Run 1, PDN straps and rails:
(3 px per um) Pins as bars on the die edge. Tap cells in gray.
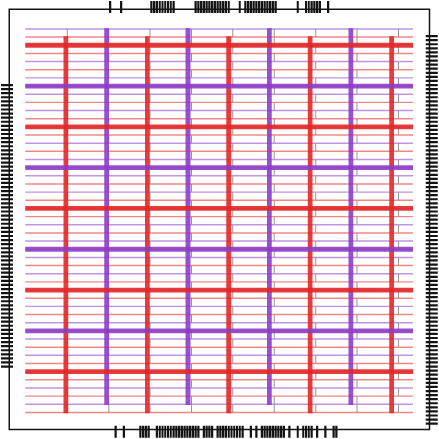
Run 1, placed cells, one color a class:
(3 px per um) Fill, decap, tap and diode cells in gray.
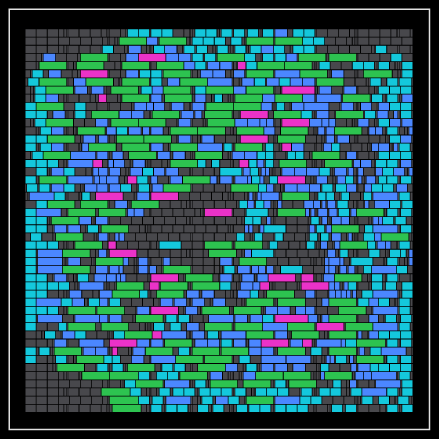
Run 1, clock wires, drivers and flops:
(3 px per um)
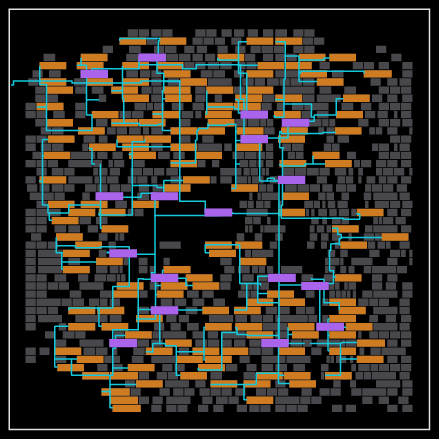
===== config.mk =====
export PLATFORM = sky130hd
export DESIGN_NAME = timer_bank_ctrl
export DESIGN_NICKNAME = d
export VERILOG_FILES = /design/src/rtl/timer_bank_ctrl.sv
export SDC_FILE = /design/constraint.sdc
export NUM_CORES = 1
export LEC_CHECK = 0
export CAP_MARGIN = 20
export CORE_MARGIN = 5
export CORE_UTILIZATION = 45
export CTS_CLUSTER_DIAMETER = 200
export DETAILED_ROUTE_END_ITERATION = 10
export PLACE_DENSITY = 0.83
export SLEW_MARGIN = 20
export SYNTH_ARGS = -nofsm -noshare
export SYNTH_HDL_FRONTEND = slang
export SYNTH_SLANG_ARGS = --single-unit

===== constraint.sdc =====
create_clock -name clk -period 2.5 [get_ports clk]
set_input_delay 0.625 -clock clk [delete_from_list [all_inputs] [get_ports clk]]
set_output_delay 0.625 -clock clk [all_outputs]
set_load 0.02 [all_outputs]

===== src/rtl/timer_bank_ctrl.sv =====
// Bus-side controller for a bank of 2**CH_BITS 24-bit timer channels with a prioritised interrupt arbiter.
// Optional macro TIMER_BANK_CTRL_SNAPSHOT_EN adds a shared snapshot register for coherent 24-bit value reads.
module timer_bank_ctrl #(
  parameter int unsigned CH_BITS  = 2,
  parameter logic [7:0]  VEC_BASE = 8'h40
) (
  input  logic                          clk,
  input  logic                          rst_n,
  input  logic                          cs_n,
  input  logic                          rw,
  input  logic [CH_BITS+2:0]            addr,
  input  logic [7:0]                    din,
  output logic [7:0]                    dout,
  output logic                          dtack_n,
  output logic [24*(2**CH_BITS)-1:0]    tmr_preset,
  output logic [8*(2**CH_BITS)-1:0]     tmr_ctrl,
  input  logic [24*(2**CH_BITS)-1:0]    tmr_value,
  input  logic [(2**CH_BITS)-1:0]       tmr_int_n,
  output logic [(2**CH_BITS)-1:0]       tmr_rst_int_n,
  output logic                          irq_n,
  output logic [7:0]                    irq_vec,
  input  logic                          iack_n
);

  localparam int unsigned N  = 2**CH_BITS;
  localparam int unsigned TW = 24;
  localparam int unsigned AW = CH_BITS + 3;

  typedef enum logic [1:0] {S_IDLE, S_ACCESS, S_DONE} state_t;

  state_t               r_state;
  state_t               w_state_nxt;
  logic                 w_wr_en;
  logic                 w_rd_en;
  logic                 w_dtack_nxt_n;
  logic [CH_BITS-1:0]   w_ch;
  logic [2:0]           w_off;
  logic [TW-1:0]        w_value;
  logic [7:0]           w_rd_data;
  logic [CH_BITS-1:0]   w_grant;
  logic                 w_any;

  logic [7:0]           r_dout;
  logic                 r_dtack_n;
  logic [TW-1:0]        r_preset [N];
  logic [7:0]           r_ctrl   [N];
  logic [N-1:0]         r_rst_int_n;
  logic [N-1:0]         r_pending;
  logic                 r_irq_n;
  logic [7:0]           r_irq_vec;

  assign w_ch    = addr[AW-1:3];
  assign w_off   = addr[2:0];
  assign w_value = tmr_value[32'(w_ch)*TW +: TW];

  // Bus FSM: state register
  always_ff @(posedge clk or negedge rst_n) begin
    if (!rst_n) r_state <= S_IDLE;
    else        r_state <= w_state_nxt;
  end

  // Bus FSM: next state
  always_comb begin
    w_state_nxt = r_state;
    case (r_state)
      S_IDLE:   if (!cs_n) w_state_nxt = S_ACCESS;
      S_ACCESS: w_state_nxt = S_DONE;
      S_DONE:   if (cs_n) w_state_nxt = S_IDLE;
      default:  w_state_nxt = S_IDLE;
    endcase
  end

  // Bus FSM: decoded strobes; dtack tracks the state being entered so it is registered with it
  always_comb begin
    w_wr_en       = 1'b0;
    w_rd_en       = 1'b0;
    w_dtack_nxt_n = (w_state_nxt != S_DONE);
    if (r_state == S_ACCESS) begin
      w_wr_en = ~rw;
      w_rd_en = rw;
    end
  end

`ifdef TIMER_BANK_CTRL_SNAPSHOT_EN
  logic [TW-1:0] r_snap;

  always_ff @(posedge clk or negedge rst_n) begin
    if (!rst_n)                         r_snap <= '0;
    else if (w_rd_en && w_off == 3'd5)  r_snap <= w_value;
  end
`endif

  // Read data mux
  always_comb begin
    w_rd_data = 8'h00;
    case (w_off)
      3'd0: w_rd_data = {~tmr_int_n[w_ch], r_ctrl[w_ch][6:0]};
      3'd1: w_rd_data = r_preset[w_ch][23:16];
      3'd2: w_rd_data = r_preset[w_ch][15:8];
      3'd3: w_rd_data = r_preset[w_ch][7:0];
      3'd5: w_rd_data = w_value[23:16];
`ifdef TIMER_BANK_CTRL_SNAPSHOT_EN
      3'd6: w_rd_data = r_snap[15:8];
      3'd7: w_rd_data = r_snap[7:0];
`else
      3'd6: w_rd_data = w_value[15:8];
      3'd7: w_rd_data = w_value[7:0];
`endif
      default: w_rd_data = 8'h00;
    endcase
  end

  always_ff @(posedge clk or negedge rst_n) begin
    if (!rst_n) begin
      r_dout    <= 8'h00;
      r_dtack_n <= 1'b1;
    end else begin
      r_dtack_n <= w_dtack_nxt_n;
      if (w_rd_en) r_dout <= w_rd_data;
    end
  end

  // Register writes and the one-cycle interrupt-clear pulse on control writes
  always_ff @(posedge clk or negedge rst_n) begin
    if (!rst_n) begin
      for (int i = 0; i < int'(N); i++) begin
        r_preset[i] <= '0;
        r_ctrl[i]   <= '0;
      end
      r_rst_int_n <= '1;
    end else begin
      r_rst_int_n <= '1;
      if (w_wr_en) begin
        case (w_off)
          3'd0: begin
            r_ctrl[w_ch]      <= din;
            r_rst_int_n[w_ch] <= 1'b0;
          end
          3'd1:    r_preset[w_ch][23:16] <= din;
          3'd2:    r_preset[w_ch][15:8]  <= din;
          3'd3:    r_preset[w_ch][7:0]   <= din;
          default: ;
        endcase
      end
    end
  end

  // Lowest-numbered pending channel wins
  always_comb begin
    w_grant = '0;
    w_any   = |r_pending;
    for (int i = int'(N) - 1; i >= 0; i--) begin
      if (r_pending[i]) w_grant = CH_BITS'(i);
    end
  end

  always_ff @(posedge clk or negedge rst_n) begin
    if (!rst_n) begin
      r_pending <= '0;
      r_irq_n   <= 1'b1;
      r_irq_vec <= VEC_BASE;
    end else begin
      r_pending <= ~tmr_int_n;
      r_irq_n   <= ~|r_pending;
      if (iack_n && w_any) r_irq_vec <= VEC_BASE + 8'(w_grant);
    end
  end

  for (genvar g = 0; g < int'(N); g++) begin : g_flat
    assign tmr_preset[g*TW +: TW] = r_preset[g];
    assign tmr_ctrl[g*8 +: 8]     = r_ctrl[g];
  end

  assign dout          = r_dout;
  assign dtack_n       = r_dtack_n;
  assign tmr_rst_int_n = r_rst_int_n;
  assign irq_n         = r_irq_n;
  assign irq_vec       = r_irq_vec;

endmodule


==> notes.md, run 1 <==
Results of the implementation run.

The number of remaining DRC errors is 0. The final timing report gives a worst setup slack of 0.135 ns. The cell-mix breakdown from Yosys lists the simple-gate area share as 0.0563. The capturing instance or port of the critical path is tmr_preset[84].

The kind of critical path is in2reg. For this block, the initial DRC count from the detailed router was 289. The peak per-stage delay on the critical path is 0.60 ns. The repair_antennas step left the layout with diodes totalling 0. The critical path arrival came out at 2.68 ns. The number of instances in the synthesized netlist came out at 536. The setup slack of the most critical reg-to-reg path came out at 0.40 ns. The worst hold slack across all endpoints is 0.171 ns. The run finished with clean final reports. The clock buffer count in the final layout came out at 17. Looking at the reg2reg group, the worst path starts from r_state[1]. The final period utilization is 0.946. The relative max-transition margin is 0.549. The depth of the most critical reg-to-reg path is 5. The final RePlAce weighted congestion came out at 0.908. The sequential cell count of the final layout came out at 150. Per the final timing report, the hold violations number 0.
Back to the opening pictures, 'PDN straps and rails':
[purple] VDD
[red] VSS
signal pins: 268
rows: 47
met4 straps: 9
met5 straps: 9
met1 rails: 48
largest voltage drop on the vdd net: 0.000507 V
die width: 140 um
core box area: 16,500 um2
die extent in y: 140 um

Back to the opening pictures, 'placed cells, one color a class':
[cyan] remaining buffers and delay cells | cells: 317 | share of their area: 28%
[magenta] clock drivers and dummy loads | cells: 32 | share of their area: 5.4%
[green] sequential cells | cells: 150 | share of their area: 34%
[blue] combinational and other logic | cells: 347 | share of their area: 32%

Back to the opening pictures, 'clock wires, drivers and flops':
[purple] clock drivers | count: 17
[cyan] clock wires | length: 1,840 um
[orange] flip-flops | count: 150
routed clock nets: 18
flops lie: all over the die
worst clock skew on the final layout: 0.0105 ns
power in the clock group: 2590 uW

## run 1: sequential cells by signal, indices dropped and copies added (netlist names)
register,count
dout,8
dtack_n,1
irq_n,1
irq_vec,2
r_pending,4
r_state,2
tmr_ctrl,32
tmr_preset,96
tmr_rst_int_n,4
## run 1: Yosys cell counts (2+ instances only)
master / instances / area (um2)
a21o_1: 2 / 15.0
a21oi_1: 8 / 40.0
a221oi_1: 9 / 78.8
a22oi_1: 4 / 30.0
a311oi_1: 3 / 26.3
a32o_1: 2 / 20.0
a41oi_1: 4 / 35.0
and2_1: 5 / 31.3
and3_1: 3 / 18.8
buf_2: 7 / 35.0
buf_4: 13 / 97.6
buf_6: 3 / 33.8
clkbuf_1: 19 / 71.3
conb_1: 2 / 7.51
dfrtp_1: 144 / 3600
dfstp_2: 6 / 158
inv_1: 6 / 22.5
mux2_2: 130 / 1460
mux2i_1: 32 / 320
mux4_2: 39 / 878
nand2_1: 18 / 67.6
nand2_2: 3 / 18.8
nand2b_1: 2 / 12.5
nand3_1: 5 / 25.0
nor2_1: 9 / 33.8
nor2b_1: 10 / 62.6
nor3_1: 3 / 15.0
o21a_1: 2 / 15.0
o21ai_0: 5 / 25.0
o22ai_1: 11 / 68.8
o31ai_1: 3 / 22.5
or3_1: 4 / 25.0
## run 1: where the power goes
| part | switching (uW) | internal (uW) | leakage (uW) |
|---|---|---|---|
| Clock | 1100 | 1490 | 0.000283 |
| Sequential | 321 | 2800 | 0.00202 |
| Combinational | 1110 | 1260 | 0.00272 |
## run 1: routing by layer
metal,part of all wire,up-vias,global-route usage
met2,0.50,284,0.437
met1,0.40,3052,0.328
met5,0,-,0
li1,-,2631,-
met4,0.025,0,0.0862
met3,0.076,46,0.0768
Run 1, wiring by layer:
(3 px per um)
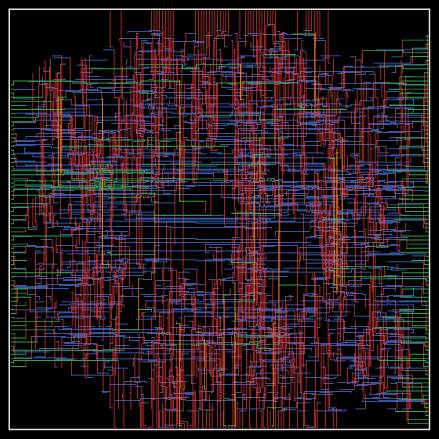

## Run 2: what changed since run 1
--- a/config.mk
+++ b/config.mk
@@ -6,7 +6,6 @@
 export NUM_CORES = 1
 export LEC_CHECK = 0
 export CAP_MARGIN = 20
-export CORE_MARGIN = 5
 export CORE_UTILIZATION = 45
 export CTS_CLUSTER_DIAMETER = 200
 export DETAILED_ROUTE_END_ITERATION = 10
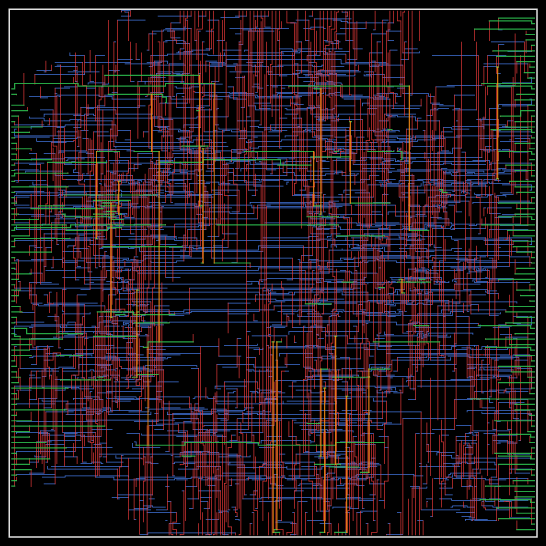
Run 2: wiring by layer
(4 px per um)
[green] metal 3 | wire length: 1,580 um
[blue] metal 1 | wire length: 10,000 um
[orange] metal 4 | wire length: 649 um
[red] metal 2 | wire length: 12,400 um

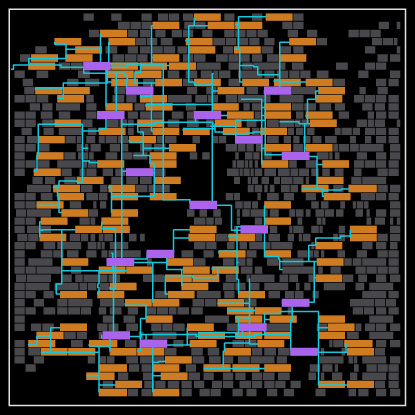
Run 2: clock wires, drivers and flops
(3 px per um)
[orange] flip-flops | count: 150
[purple] clock drivers | count: 17
[cyan] clock wires | length: 1,820 um
flops lie: all over the die
routed clock nets: 18

==> notes.md, run 2 <==
Results of the implementation run.

The wire length of the first global-routing pass came out at 38.5 mm. Sorting the synthesized cells by how often they occur yields dfrtp_1 (144), mux2_2 (130), mux4_2 (39). The relative max-transition margin is 0.539. The worst-margin pin slew is 0.689 ns. The kind of critical path is in2reg. Clock skew on the completed layout was measured at 0.00947 ns. The routed layout reports a DRC error count of 0.

By area the synthesized netlist is led by dfrtp_1 (48%), mux2_2 (19%), mux4_2 (12%). The met1 track demand over resource in global routing came out at 0.362. From bottom edge to top edge, the die measures 132 um. The final setup slack of the worst path is 0.131 ns.

The final count of hold timing violations came out at 0. Yosys instantiated no cell more often than dfrtp_1. Routed signal wires occupy layers up through met4.

The final period utilization is 0.948. The flip-flop count of the largest register after layout came out at 96. The analysis reports a worst IR drop on VDD of 0.000477 V. The cell-mix breakdown from Yosys lists the simple-gate area share as 0.0563. The area of the placeable core is 16,500 um2. Counting every instance in the synthesized netlist gives 536. The post-synthesis sequential area ratio came out at 0.498.

Detailed routing placed a total of 1.58 mm of wire on met3. In the per-layer breakdown of the detailed-route log, met1 shows 10.0 mm. Routing resource usage on met3 recorded by global route was 0.0706. RePlAce ended its routability-driven mode at a weighted congestion of 0.929. The flow ran to the end, and the final reports show no timing, DRC or antenna violations. The critical path arrival is 2.71 ns. The global-route layer with the greatest usage is met2.

The met2 wire length is 12.4 mm. The met2 usage in global routing is 0.499. The peak per-stage delay on the critical path is 0.79 ns. The share of the synthesized area in the top cell type is 0.477.

The cell taking the most area after synthesis is dfrtp_1. The average via count per standard cell came out at 5.69. The commonest register cell after synthesis is dfrtp_1.
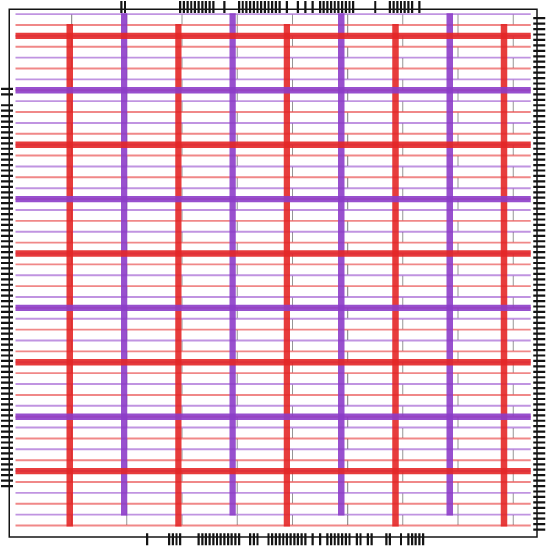
Run 2: PDN straps and rails
(4 px per um) Pins as bars on the die edge. Tap cells in gray.
[purple] VDD
[red] VSS
met4 straps: 9
rows: 47

## run 2: cell counts after synthesis
Identical to the previous run, type by type.
## run 2: cell families (layout without fill, tap and decap cells)
family	count (synthesis)	in the layout
DFF	150	150
other	2	6
AOI/OAI and AO/OA	60	60
and+or+nand+nor	74	74
muxes	201	201
buffers and inverters	49	358
## run 2: layout make-up
cell class | count | area [um2] | area share
sequential | 150 | 3760 | 0.331
multi-input combinational | 341 | 3550 | 0.312
timing repair buffer | 320 | 3120 | 0.275
clock buffer | 23 | 478 | 0.0421
tap | 220 | 275 | 0.0242
clock inverter | 9 | 148 | 0.0130
inverter | 6 | 22.5 | 0.00198
## run 2: worst register-to-register path: stages (launching register included)
cell and delay (ns):
dfrtp_1 0.42, or4b_4 0.55, nor2_1 0.26, and3_1 0.19, buf_4 0.17, mux2_2 0.36
## run 2: final timing paths
| check | from | to | slack, ns | depth (start not counted) |
|---|---|---|---|---|
| max reg2reg | r_state[1] | tmr_preset[80] | 0.43 | 5 |
| min reg2reg | r_pending[1] | irq_n | 0.42 | 1 |
| max | addr[2] | dout[3] | 0.13 | 6 |
| min | rst_n | tmr_preset[47] | 0.16 | 1 |
| max in group asynchronous | rst_n | irq_n | 1.68 | 2 |
| min in group clk | r_pending[1] | irq_n | 0.42 | 1 |
## run 2: power breakdown
group          internal (uW)  switching [uW]
logic                   1260            1090
clock network           1740             971
registers               2810             326
## run 2: stage by stage
stage                     TNS [ns]  hold slack [ns]
after CTS                        0            0.164
after global routing             0            0.186
final                            0            0.155
after detailed placement    -23.44            0.420
after floorplan                  0            0.329
after global placement      -18.59            0.399
Power and IR drop assume default switching activity.
